**src/rtl/mem_arbiter.sv**
```systemverilog
// mem_arbiter: shares one single-port memory between instruction fetch (read-only)
// and load/store. Only one transaction is outstanding at a time.
// Each transaction runs IDLE (arbitrate) -> REQ (until i_mem_ready) -> [WAIT (until
// i_mem_rvalid), reads only] -> DONE (one-cycle done pulse) -> IDLE.
//
// Ports:
//   i_clk, i_rst_n                    clock, asynchronous active-low reset
//   i_if_req/i_if_addr                fetch read request
//   o_if_gnt/o_if_done/o_if_rdata     fetch grant pulse, done pulse, read data
//   o_stall_if                        fetch-stage stall
//   i_ls_req/i_ls_wren/i_ls_addr/i_ls_wdata/i_ls_bmask    load/store request
//   o_ls_gnt/o_ls_done/o_ls_rdata     load/store grant pulse, done pulse, load data
//   o_stall_ls                        memory-stage stall
//   o_mem_req/o_mem_wren/o_mem_addr/o_mem_wdata/o_mem_bmask   memory request side
//   i_mem_ready/i_mem_rvalid/i_mem_rdata                      memory response side
//   o_bus_err                         read-timeout pulse
//
// Optional feature: define MEM_ARB_TIMEOUT_EN to enable the read timeout. When the
// macro is undefined, WAIT waits indefinitely and o_bus_err is tied to 0.
// MAX_STARVE must be at least 1.

module mem_arbiter #(
    parameter int unsigned ADDR_W         = 32,
    parameter int unsigned DATA_W         = 32,
    parameter int unsigned MAX_STARVE     = 4,
    parameter int unsigned TIMEOUT_CYCLES = 64
) (
    input  logic                  i_clk,
    input  logic                  i_rst_n,
    input  logic                  i_if_req,
    input  logic [ADDR_W-1:0]     i_if_addr,
    output logic                  o_if_gnt,
    output logic                  o_if_done,
    output logic [DATA_W-1:0]     o_if_rdata,
    output logic                  o_stall_if,
    input  logic                  i_ls_req,
    input  logic                  i_ls_wren,
    input  logic [ADDR_W-1:0]     i_ls_addr,
    input  logic [DATA_W-1:0]     i_ls_wdata,
    input  logic [DATA_W/8-1:0]   i_ls_bmask,
    output logic                  o_ls_gnt,
    output logic                  o_ls_done,
    output logic [DATA_W-1:0]     o_ls_rdata,
    output logic                  o_stall_ls,
    output logic                  o_mem_req,
    output logic                  o_mem_wren,
    output logic [ADDR_W-1:0]     o_mem_addr,
    output logic [DATA_W-1:0]     o_mem_wdata,
    output logic [DATA_W/8-1:0]   o_mem_bmask,
    input  logic                  i_mem_ready,
    input  logic                  i_mem_rvalid,
    input  logic [DATA_W-1:0]     i_mem_rdata,
    output logic                  o_bus_err
);

    localparam int unsigned STARVE_W = $clog2(MAX_STARVE + 1);
    localparam logic [STARVE_W-1:0] STARVE_SAT = STARVE_W'(MAX_STARVE);

    typedef enum logic [1:0] {StIdle, StReq, StWait, StDone} arbState_e;

    arbState_e           state;
    logic                ownerIf;    // 1: fetch owns the current transaction
    logic [STARVE_W-1:0] starveCnt;
    logic                ifWins;
    logic                lsWins;
    logic                arbIdle;
    logic                xferBusy;
    logic                timeoutHit;

    always_comb begin
        // Load/store has priority unless fetch has lost MAX_STARVE times in a row.
        ifWins   = i_if_req & (~i_ls_req | (starveCnt >= STARVE_SAT));
        lsWins   = i_ls_req & ~ifWins;
        // Input-derived outputs are gated so that every output is 0 while in reset.
        arbIdle  = i_rst_n & (state == StIdle);
        xferBusy = (state == StReq) | (state == StWait);
    end

    assign o_if_gnt   = arbIdle & ifWins;
    assign o_ls_gnt   = arbIdle & lsWins;
    assign o_if_done  = (state == StDone) & ownerIf;
    assign o_ls_done  = (state == StDone) & ~ownerIf;
    assign o_mem_req  = (state == StReq);
    assign o_stall_if = i_rst_n & ((i_if_req & ~o_if_done) | (xferBusy & ownerIf));
    assign o_stall_ls = i_rst_n & ((i_ls_req & ~o_ls_done) | (xferBusy & ~ownerIf));
    assign o_bus_err  = timeoutHit;

`ifdef MEM_ARB_TIMEOUT_EN
    localparam int unsigned TO_W = $clog2(TIMEOUT_CYCLES + 1);
    localparam logic [TO_W-1:0] TO_LAST = TO_W'(TIMEOUT_CYCLES - 1);
    localparam logic [DATA_W-1:0] ERR_DATA = DATA_W'(32'hDEAD_BEEF);

    logic [TO_W-1:0] toCnt;

    // toCnt counts completed WAIT cycles, so the TIMEOUT_CYCLES-th WAIT cycle fires.
    assign timeoutHit = (state == StWait) & ~i_mem_rvalid & (toCnt == TO_LAST);

    always_ff @(posedge i_clk or negedge i_rst_n) begin
        if (!i_rst_n) begin
            toCnt <= '0;
        end else if (state != StWait) begin
            toCnt <= '0;
        end else if (!timeoutHit) begin
            toCnt <= toCnt + 1'b1;
        end
    end
`else
    assign timeoutHit = 1'b0;
`endif

    always_ff @(posedge i_clk or negedge i_rst_n) begin
        if (!i_rst_n) begin
            state       <= StIdle;
            ownerIf     <= 1'b0;
            starveCnt   <= '0;
            o_mem_wren  <= 1'b0;
            o_mem_addr  <= '0;
            o_mem_wdata <= '0;
            o_mem_bmask <= '0;
            o_if_rdata  <= '0;
            o_ls_rdata  <= '0;
        end else begin
            unique case (state)
                StIdle: begin
                    if (!i_if_req || ifWins) begin
                        starveCnt <= '0;
                    end else if (i_ls_req && (starveCnt != STARVE_SAT)) begin
                        starveCnt <= starveCnt + 1'b1;
                    end
                    if (ifWins) begin
                        ownerIf     <= 1'b1;
                        o_mem_wren  <= 1'b0;
                        o_mem_addr  <= i_if_addr;
                        o_mem_wdata <= '0;
                        o_mem_bmask <= '0;
                        state       <= StReq;
                    end else if (lsWins) begin
                        ownerIf     <= 1'b0;
                        o_mem_wren  <= i_ls_wren;
                        o_mem_addr  <= i_ls_addr;
                        o_mem_wdata <= i_ls_wdata;
                        o_mem_bmask <= i_ls_bmask;
                        state       <= StReq;
                    end
                end
                StReq: begin
                    // rvalid seen here belongs to no accepted request and is dropped.
                    if (i_mem_ready) begin
                        state <= o_mem_wren ? StDone : StWait;
                    end
                end
                StWait: begin
                    if (i_mem_rvalid) begin
                        if (ownerIf) begin
                            o_if_rdata <= i_mem_rdata;
                        end else begin
                            o_ls_rdata <= i_mem_rdata;
                        end
                        state <= StDone;
                    end
`ifdef MEM_ARB_TIMEOUT_EN
                    else if (timeoutHit) begin
                        if (ownerIf) begin
                            o_if_rdata <= ERR_DATA;
                        end else begin
                            o_ls_rdata <= ERR_DATA;
                        end
                        state <= StDone;
                    end
`endif
                end
                StDone: begin
                    state <= StIdle;
                end
                default: begin
                    state <= StIdle;
                end
            endcase
        end
    end

endmodule
```
**config.mk**
```make
export PLATFORM = sky130hd
export DESIGN_NAME = mem_arbiter
export DESIGN_NICKNAME = d
export VERILOG_FILES = /design/src/rtl/mem_arbiter.sv
export SDC_FILE = /design/constraint.sdc
export NUM_CORES = 1
export LEC_CHECK = 0
export ABC_CLOCK_PERIOD_IN_PS = 1580
export CORE_MARGIN = 5
export CORE_UTILIZATION = 37
export CTS_CLUSTER_DIAMETER = 150
export DETAILED_ROUTE_END_ITERATION = 12
export PLACE_DENSITY = 0.78
export SYNTH_ARGS = -nofsm -noshare
export SYNTH_HDL_FRONTEND = slang
export SYNTH_SLANG_ARGS = --single-unit
export TNS_END_PERCENT = 5
```
**constraint.sdc**
```tcl
create_clock -name i_clk -period 1.58 [get_ports i_clk]
set_input_delay 0.395 -clock i_clk [delete_from_list [all_inputs] [get_ports i_clk]]
set_output_delay 0.395 -clock i_clk [all_outputs]
set_load 0.1 [all_outputs]
```
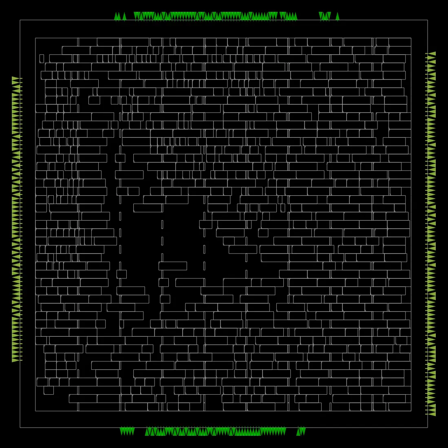
(placed standard cells)
Seq/total area: 0.314
Well Taps: 188
row count: 45
final-layout fill cell count: 923
Flops: 139

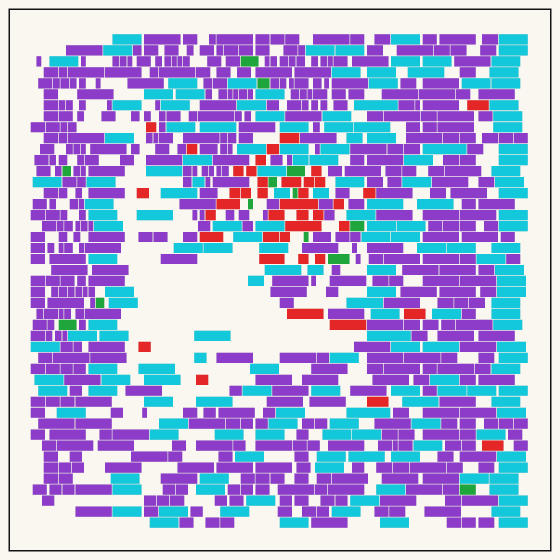
(cells by drive strength)
Key: x1 and smaller = purple [cells 526, share 69%, most used dfrtp_1]; x2 = green [cells 13, share 1.7%]; x3 and x4 = red [cells 41, share 5.4%, most used buf_4]; x6 and larger = cyan [cells 177, share 23%, most used buf_12]

==> impl_metrics.env <==
# implementation run metrics
export IMPL_dieWidth_um=134
export IMPL_top_cell="dfrtp_1"
export IMPL_nClkBuffers=20
export IMPL_cts_setup_buffers=4
export IMPL_dp_cells=906
export IMPL_hpwlAfterDp_um=14300
export IMPL_diodes=0
export IMPL_ff2ff_path_depth=6
export IMPL_drive_gt1_frac=0.305
export IMPL_maxSlewViolCount=0
export IMPL_grt_max_degree=102
export IMPL_layout_cells_most_common="buf_12"
export IMPL_cts_num_sinks=139
export IMPL_worstMarginPinSlew_ns=0.535
export IMPL_ys_cells=451
export IMPL_finalWorstSetupSlack_ns=-0.520
export IMPL_clk_path_buf_depth=2
export IMPL_final_comb_area_um2=2140
export IMPL_cp_arrival_ns=1.71
export IMPL_critical_path_top_delay_family="flip-flops"
export IMPL_synthMuxAreaShare=0.131
export IMPL_cap_violations=0
export IMPL_xor_share=0
export IMPL_cts_root_buf="clkbuf_16"
export IMPL_status="complete, but fails checks"
export IMPL_inverters=10
export IMPL_place_area_um2=10300
export IMPL_finalClockSkew_ns=0.0110
export IMPL_syn_nets=597
export IMPL_clkLatencyLatePin_ns=0.42
export IMPL_ys_flops=139
export IMPL_cts_resized=14
export IMPL_violations="negative setup slack"
export IMPL_grtUsageTotal=0.217
export IMPL_path_class="reg2out"
export IMPL_cp_end_kind="output pin"
export IMPL_syn2layout_area_growth_pct=95.3
export IMPL_critPathMaxFanout=3
export IMPL_comb_share=0.194
export IMPL_startpoint="state[1]"
export IMPL_rsz0062_at_grt="true"
export IMPL_netlist_logic_family_top="AND-OR/OR-AND gates"
export IMPL_cts_tree="done"
export IMPL_drcViolationCount=0
export IMPL_die_h_um=134
export IMPL_stdcell_count=945
export IMPL_setup_violations=122
export IMPL_yosys_area_um2=5670
export IMPL_final_util=0.733
export IMPL_crit_slowest_cell="dfrtp_1"
export IMPL_routedWlPerCell_um=20.7
export IMPL_hold_path_class="in2async"
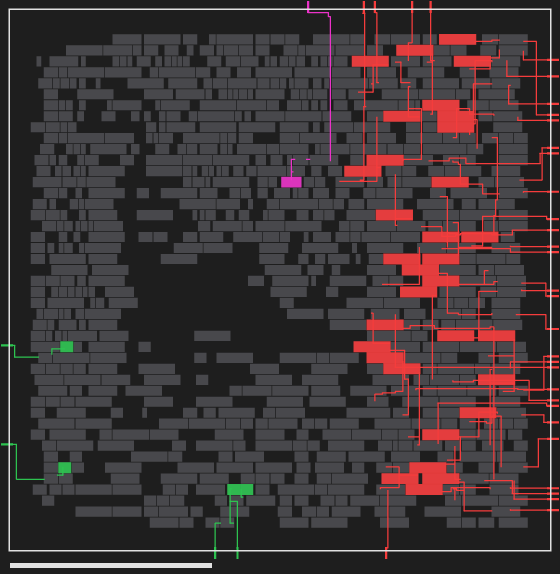
(wires at chosen ports, followed through buffers)
The bar under the picture is 50 um long.
Key: `o_ls_rdata` = red [bits 32, direction output, end cells 32, buffers 32, wire 1270 um]; `i_ls_bmask` = green [bits 4, direction input, end cells 4, buffers 4, wire 67.9 um]; `o_ls_done` = magenta [bits 1, direction output, end cells 1, buffers 2, wire 50.0 um]
Top Ports: 280
port bufs: 278

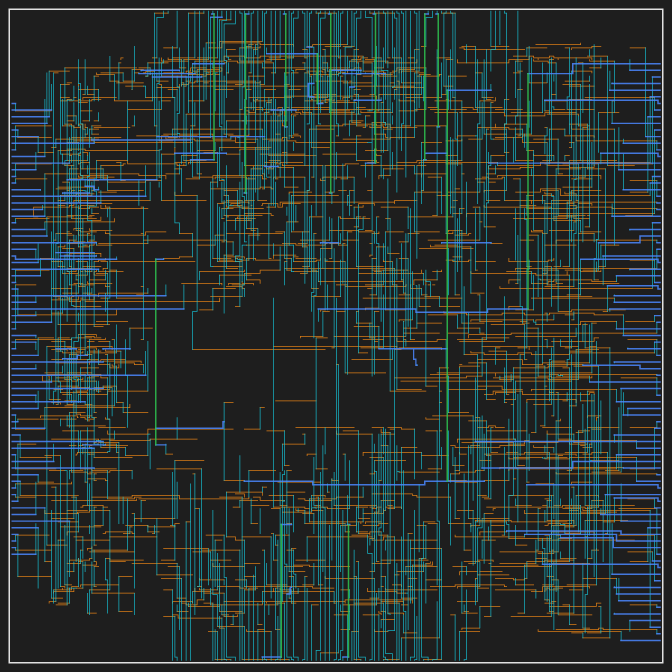
(signal wires by layer)
Key: M1 = orange [wire length 7040 um]; M4 = green [wire length 441 um]; M3 = blue [wire length 1680 um]; M2 = cyan [wire length 10400 um]

==> metal layers <==
| layer | GRT usage | vias to the layer above | part of all wire |
|---|---|---|---|
| li1 | - | 2225 | - |
| met1 | 0.248 | 2458 | 0.36 |
| met2 | 0.382 | 247 | 0.53 |
| met3 | 0.0687 | 30 | 0.086 |
| met4 | 0.0754 | 0 | 0.023 |
| met5 | 0 | - | 0 |
